<file path="src/rtl/mem_access_unit.sv">
// MEM-stage data-memory access controller: runs one SRAM-like request/addr_ok/data_ok
// transaction per memory op, stalls the pipeline meanwhile and returns extended load data.
module mem_access_unit #(
    parameter int ADDR_W = 32,
    parameter int DATA_W = 32
) (
    input  logic              clk,
    input  logic              rst,
    input  logic              mem_valid_i,
    input  logic [7:0]        alu_control_i,
    input  logic [ADDR_W-1:0] addr_i,
    input  logic [3:0]        sel_i,
    input  logic [DATA_W-1:0] wdata_i,
    input  logic              flush_i,
    output logic              data_req_o,
    output logic              data_wr_o,
    output logic [3:0]        data_sel_o,
    output logic [ADDR_W-1:0] data_addr_o,
    output logic [DATA_W-1:0] data_wdata_o,
    input  logic              data_addr_ok_i,
    input  logic              data_data_ok_i,
    input  logic [DATA_W-1:0] data_rdata_i,
    output logic              stall_o,
    output logic              load_valid_o,
    output logic [DATA_W-1:0] load_data_o,
    output logic              adel_o,
    output logic              ades_o,
    output logic [ADDR_W-1:0] badvaddr_o
);

    localparam logic [7:0] EXE_LB_OP  = 8'b1110_0000;
    localparam logic [7:0] EXE_LBU_OP = 8'b1110_0100;
    localparam logic [7:0] EXE_LH_OP  = 8'b1110_0001;
    localparam logic [7:0] EXE_LHU_OP = 8'b1110_0101;
    localparam logic [7:0] EXE_LW_OP  = 8'b1110_0011;
    localparam logic [7:0] EXE_SB_OP  = 8'b1110_1000;
    localparam logic [7:0] EXE_SH_OP  = 8'b1110_1001;
    localparam logic [7:0] EXE_SW_OP  = 8'b1110_1011;

    typedef enum logic [1:0] {IDLE, REQ, WAIT, DONE} state_t;

    state_t      state_q;
    logic        cancel_q;
    logic [7:0]  op_q;
    logic [1:0]  offset_q;

    logic        isLoad;
    logic        isStore;
    logic        isHalf;
    logic        isWord;
    logic        misaligned;
    logic        idleValid;
    logic        issue;
    logic        busy;
    logic        complete;
    logic        deliverLoad;
    logic [7:0]  byteSel;
    logic [15:0] halfSel;
    logic [DATA_W-1:0] loadExt_d;

    always_comb begin
        isLoad  = 1'b0;
        isStore = 1'b0;
        isHalf  = 1'b0;
        isWord  = 1'b0;
        case (alu_control_i)
            EXE_LB_OP, EXE_LBU_OP: isLoad = 1'b1;
            EXE_LH_OP, EXE_LHU_OP: begin isLoad = 1'b1; isHalf = 1'b1; end
            EXE_LW_OP:             begin isLoad = 1'b1; isWord = 1'b1; end
            EXE_SB_OP:             isStore = 1'b1;
            EXE_SH_OP:             begin isStore = 1'b1; isHalf = 1'b1; end
            EXE_SW_OP:             begin isStore = 1'b1; isWord = 1'b1; end
            default: ;
        endcase
    end

    assign misaligned = (isHalf & addr_i[0]) | (isWord & (addr_i[1:0] != 2'b00));
    assign idleValid  = (state_q == IDLE) & mem_valid_i & ~flush_i;
    assign issue      = idleValid & (isLoad | isStore) & ~misaligned;
    assign adel_o     = idleValid & isLoad & misaligned;
    assign ades_o     = idleValid & isStore & misaligned;
    assign badvaddr_o = (adel_o | ades_o) ? addr_i : '0;

    // Once cancelled, the old access no longer stalls, but a fresh memory op must wait for IDLE
    assign busy    = (state_q == REQ) | (state_q == WAIT);
    assign stall_o = issue | (busy & ~cancel_q)
                   | (cancel_q & (state_q != IDLE) & mem_valid_i & (isLoad | isStore));

    assign complete    = ((state_q == REQ) & data_addr_ok_i & data_data_ok_i)
                       | ((state_q == WAIT) & data_data_ok_i);
    assign deliverLoad = complete & ~data_wr_o & ~cancel_q & ~flush_i;

    // Big-endian lanes: offset 00 is the most significant byte
    always_comb begin
        byteSel   = 8'h00;
        halfSel   = offset_q[1] ? data_rdata_i[15:0] : data_rdata_i[31:16];
        loadExt_d = data_rdata_i;
        case (offset_q)
            2'b00: byteSel = data_rdata_i[31:24];
            2'b01: byteSel = data_rdata_i[23:16];
            2'b10: byteSel = data_rdata_i[15:8];
            2'b11: byteSel = data_rdata_i[7:0];
            default: ;
        endcase
        case (op_q)
            EXE_LB_OP:  loadExt_d = {{24{byteSel[7]}}, byteSel};
            EXE_LBU_OP: loadExt_d = {24'h000000, byteSel};
            EXE_LH_OP:  loadExt_d = {{16{halfSel[15]}}, halfSel};
            EXE_LHU_OP: loadExt_d = {16'h0000, halfSel};
            default:    loadExt_d = data_rdata_i;
        endcase
    end

    always_ff @(posedge clk or posedge rst) begin
        if (rst) begin
            state_q      <= IDLE;
            cancel_q     <= 1'b0;
            op_q         <= 8'h00;
            offset_q     <= 2'b00;
            data_req_o   <= 1'b0;
            data_wr_o    <= 1'b0;
            data_sel_o   <= 4'b0000;
            data_addr_o  <= '0;
            data_wdata_o <= '0;
            load_valid_o <= 1'b0;
            load_data_o  <= '0;
        end else begin
            load_valid_o <= 1'b0;
            if (deliverLoad) begin
                load_valid_o <= 1'b1;
                load_data_o  <= loadExt_d;
            end
            case (state_q)
                IDLE: begin
                    cancel_q <= 1'b0;
                    if (issue) begin
                        state_q      <= REQ;
                        data_req_o   <= 1'b1;
                        data_wr_o    <= isStore;
                        data_sel_o   <= isStore ? sel_i : 4'b1111;
                        data_addr_o  <= {addr_i[ADDR_W-1:2], 2'b00};
                        data_wdata_o <= isStore ? wdata_i : '0;
                        op_q         <= alu_control_i;
                        offset_q     <= addr_i[1:0];
                    end
                end
                REQ: begin
                    if (flush_i) cancel_q <= 1'b1;
                    if (data_addr_ok_i) begin
                        data_req_o <= 1'b0;
                        state_q    <= data_data_ok_i ? DONE : WAIT;
                    end
                end
                WAIT: begin
                    if (flush_i) cancel_q <= 1'b1;
                    if (data_data_ok_i) state_q <= DONE;
                end
                DONE: begin
                    state_q  <= IDLE;
                    cancel_q <= 1'b0;
                end
                default: state_q <= IDLE;
            endcase
        end
    end

endmodule

</file>
<file path="config.mk">
export PLATFORM = sky130hd
export DESIGN_NAME = mem_access_unit
export DESIGN_NICKNAME = d
export VERILOG_FILES = /design/src/rtl/mem_access_unit.sv
export SDC_FILE = /design/constraint.sdc
export NUM_CORES = 1
export LEC_CHECK = 0
export CORE_MARGIN = 2
export CORE_UTILIZATION = 45
export CTS_CLUSTER_DIAMETER = 80
export DETAILED_ROUTE_END_ITERATION = 16
export PLACE_DENSITY = 0.87
export SLEW_MARGIN = 20
export SYNTH_ARGS = -nofsm -noshare
export SYNTH_HDL_FRONTEND = slang
export SYNTH_SLANG_ARGS = --single-unit
</file>
<file path="constraint.sdc">
create_clock -name clk -period 7.4 [get_ports clk]
set_clock_uncertainty 0.05 [all_clocks]
set_input_delay 0.74 -clock clk [delete_from_list [all_inputs] [get_ports clk]]
set_output_delay 0.74 -clock clk [all_outputs]
set_load 0.005 [all_outputs]
</file>
==> images/final_clocks.png <==
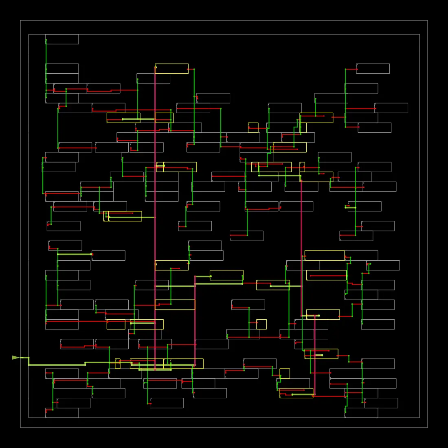
power drawn by the clock network: 0.000825 W
flop count: 114
number of clock buffers in the layout: 22
number of CTS-inserted buffers: 17

==> images/registers.png <==
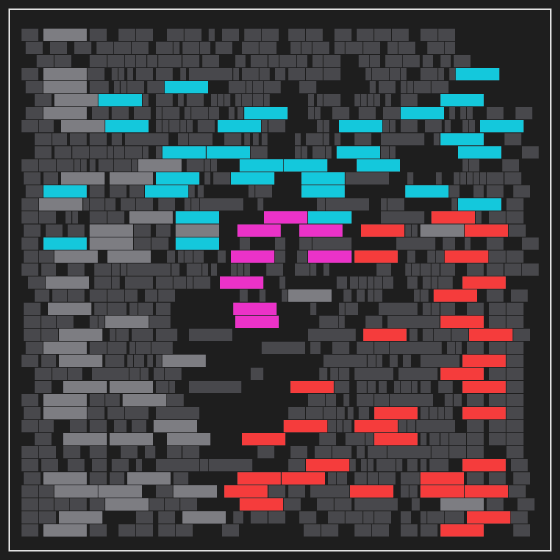
Magenta shows op_q, placed flops 8, where centre. Cyan shows data_addr_o, placed flops 30, where a band across the top. Red shows load_data_o, placed flops 32.

==> run summary <==
Item: results of the latest flow run.

- The total cells reported by yosys after synthesis is 504.
- STA classifies the critical path startpoint as a primary input.
- Net switching is 26.3% of the power.
- The internal power of the cells totals 0.00169 W.
- The launch point of the critical path was reported as addr_i[1].
- The overall fraction of global-route tracks in use is 27.7%.
- In the final layout, the fill cell count is 793.
- The switching power total is 0.000604 W.
- The cell repeated most along the worst path is sky130_fd_sc_hd__clkdlybuf4s50_1.
- The starting DRC count in detailed routing is 387.
- The run finished with clean final reports.
- The worst setup path is captured at an output port.
- Per the skew report, the later register of the worst-skew pair sees a clock latency of 0.41 ns.
- The weighted congestion reported at the end of routability-driven placement is 0.898.
- Summed over all nets, the half-perimeter wirelength after detailed placement is 12400 um.
- The number of global-route vias before repair is 5203.
- The capturing element of the worst setup path is stall_o.
- The sequential fraction of design power is 36.9%.
- Ranked by total cell area, the synthesized netlist is headed by sky130_fd_sc_hd__dfrtp_1 (54%), sky130_fd_sc_hd__nand2_1 (8.2%), sky130_fd_sc_hd__a22o_1 (6.6%).
- The static leakage is 3.80 nW.
- For this run, design rule violations remaining after detail routing come to 0.
- In this run the register-to-register setup slack is 4.41 ns.
- The instance count of the mapped netlist is 504.
- The worst reg2reg path depth is 6.
==> images/pdn.png <==
Pins as bars on the die edge.
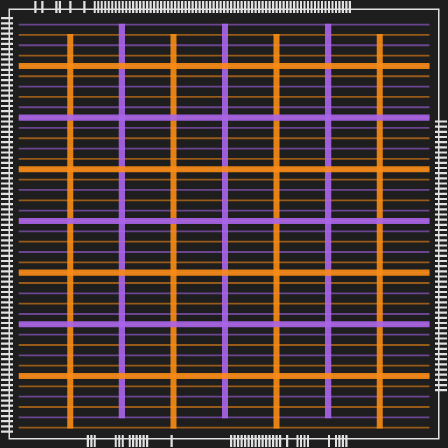
Purple shows VDD. Orange shows VSS.
7 straps on met5. The core has 39 rows. 7 straps on met4. 252 signal pins sit on the boundary.
horizontal extent of the die: 113 um
Vert. Die Dim: 113 um
placeable core region: 0.0115 mm2
maximum ir drop on the vdd rail: 0.173 mV

==> images/gate_families.png <==
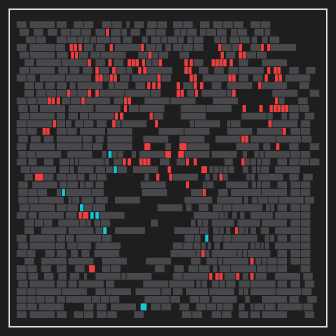
Cyan shows inverters, cells 9. Red shows NAND gates, cells 124.
number of standard cells in the layout, taps in and fillers out: 893
leading cell type in the layout, fill and taps excluded: sky130_fd_sc_hd__clkdlybuf4s50_1
logic share of the area: 26.4%

## Yosys cell counts (2+ instances only)
cell                       instances
sky130_fd_sc_hd__mux4_2            8
sky130_fd_sc_hd__clkbuf_1         16
sky130_fd_sc_hd__nor3_1           18
sky130_fd_sc_hd__nand2_1         116
sky130_fd_sc_hd__a21oi_1          11
sky130_fd_sc_hd__a221o_1          16
sky130_fd_sc_hd__inv_1             7
sky130_fd_sc_hd__a31oi_1           2
sky130_fd_sc_hd__o21ai_0           9
sky130_fd_sc_hd__nor3_2            2
sky130_fd_sc_hd__o21ai_1          13
sky130_fd_sc_hd__nor2b_1           8
sky130_fd_sc_hd__nand2b_1          6
sky130_fd_sc_hd__a22o_1           40
sky130_fd_sc_hd__buf_4             2
sky130_fd_sc_hd__and2_1            2
sky130_fd_sc_hd__and3_1           33
sky130_fd_sc_hd__mux2_1            2
sky130_fd_sc_hd__mux2_2            7
sky130_fd_sc_hd__dfrtp_1         114
sky130_fd_sc_hd__o32a_1            4
sky130_fd_sc_hd__nor2_1           11
sky130_fd_sc_hd__buf_2            14
sky130_fd_sc_hd__buf_1             2
sky130_fd_sc_hd__inv_2             2
sky130_fd_sc_hd__buf_6             7
sky130_fd_sc_hd__ha_1              4
sky130_fd_sc_hd__o22ai_1           7
## metrics by stage
| stage | setup WS (ns) | util [%] | instance area (um2) | total power, W |
|---|---|---|---|---|
| 2_1_floorplan | 3.59 | - | 5320 | 0.00109 |
| 3_3_place_gp | 3.40 | 68.1 | 7810 | 0.00144 |
| 3_5_place_dp | 3.38 | 68.1 | 7810 | 0.00148 |
| 4_1_cts | 3.37 | 73.3 | 8410 | 0.00231 |
| 5_1_grt | 3.28 | 73.5 | 8420 | 0.00239 |
| 6_report | 3.39 | 73.5 | 8420 | 0.00229 |
## cell type report
cell class                 instances  area (um2)  share of cell area (%)
clock buffer                      22         464                    5.51
clock inverter                    10         133                    1.57
inverter                           9        36.3                   0.431
multi-input combinational        341        2220                    26.4
sequential                       114        2850                    33.9
tap                              143         179                    2.12
timing repair buffer             254        2540                    30.1
## worst min-delay path by stage
stage | depth (start not counted) | to | slack (ns)
6_report | 1 | op_q[7] | 0.41
5_1_grt | 1 | op_q[6] | 0.45
4_1_cts | 1 | op_q[7] | 0.41
3_5_place_dp | 1 | op_q[7] | 0.40
3_3_place_gp | 1 | op_q[7] | 0.39
2_1_floorplan | 1 | op_q[7] | 0.37
## layer usage
layer / global-route usage, % / vias to the layer above / part of all wire (%)
met3: 8.91 / 36 / 9.5
li1: - / 2276 / -
met5: 0 / - / 0
met1: 33.8 / 2454 / 38
met4: 8.70 / 0 / 2.1
met2: 46.9 / 262 / 50
## state kept, by name (all words and copies together), names as in the netlist
name          count
data_addr_o      30
op_q              8
data_wdata_o     32
offset_q          2
load_data_o      32
cancel_q          1
data_wr_o         1
data_req_o        1
state_q           2
data_sel_o        4
load_valid_o      1
## power groups by stage
stage,Combinational [W],Sequential (W),Clock [W]
final,0.000623,0.000846,0.000825
after global routing,0.000673,0.000861,0.000857
after CTS,0.000629,0.000844,0.000833
after detailed placement,0.000624,0.000852,0
after global placement,0.000599,0.000843,0
after floorplan,0.000250,0.000840,0
Power is estimated from default activity; no workload was simulated.
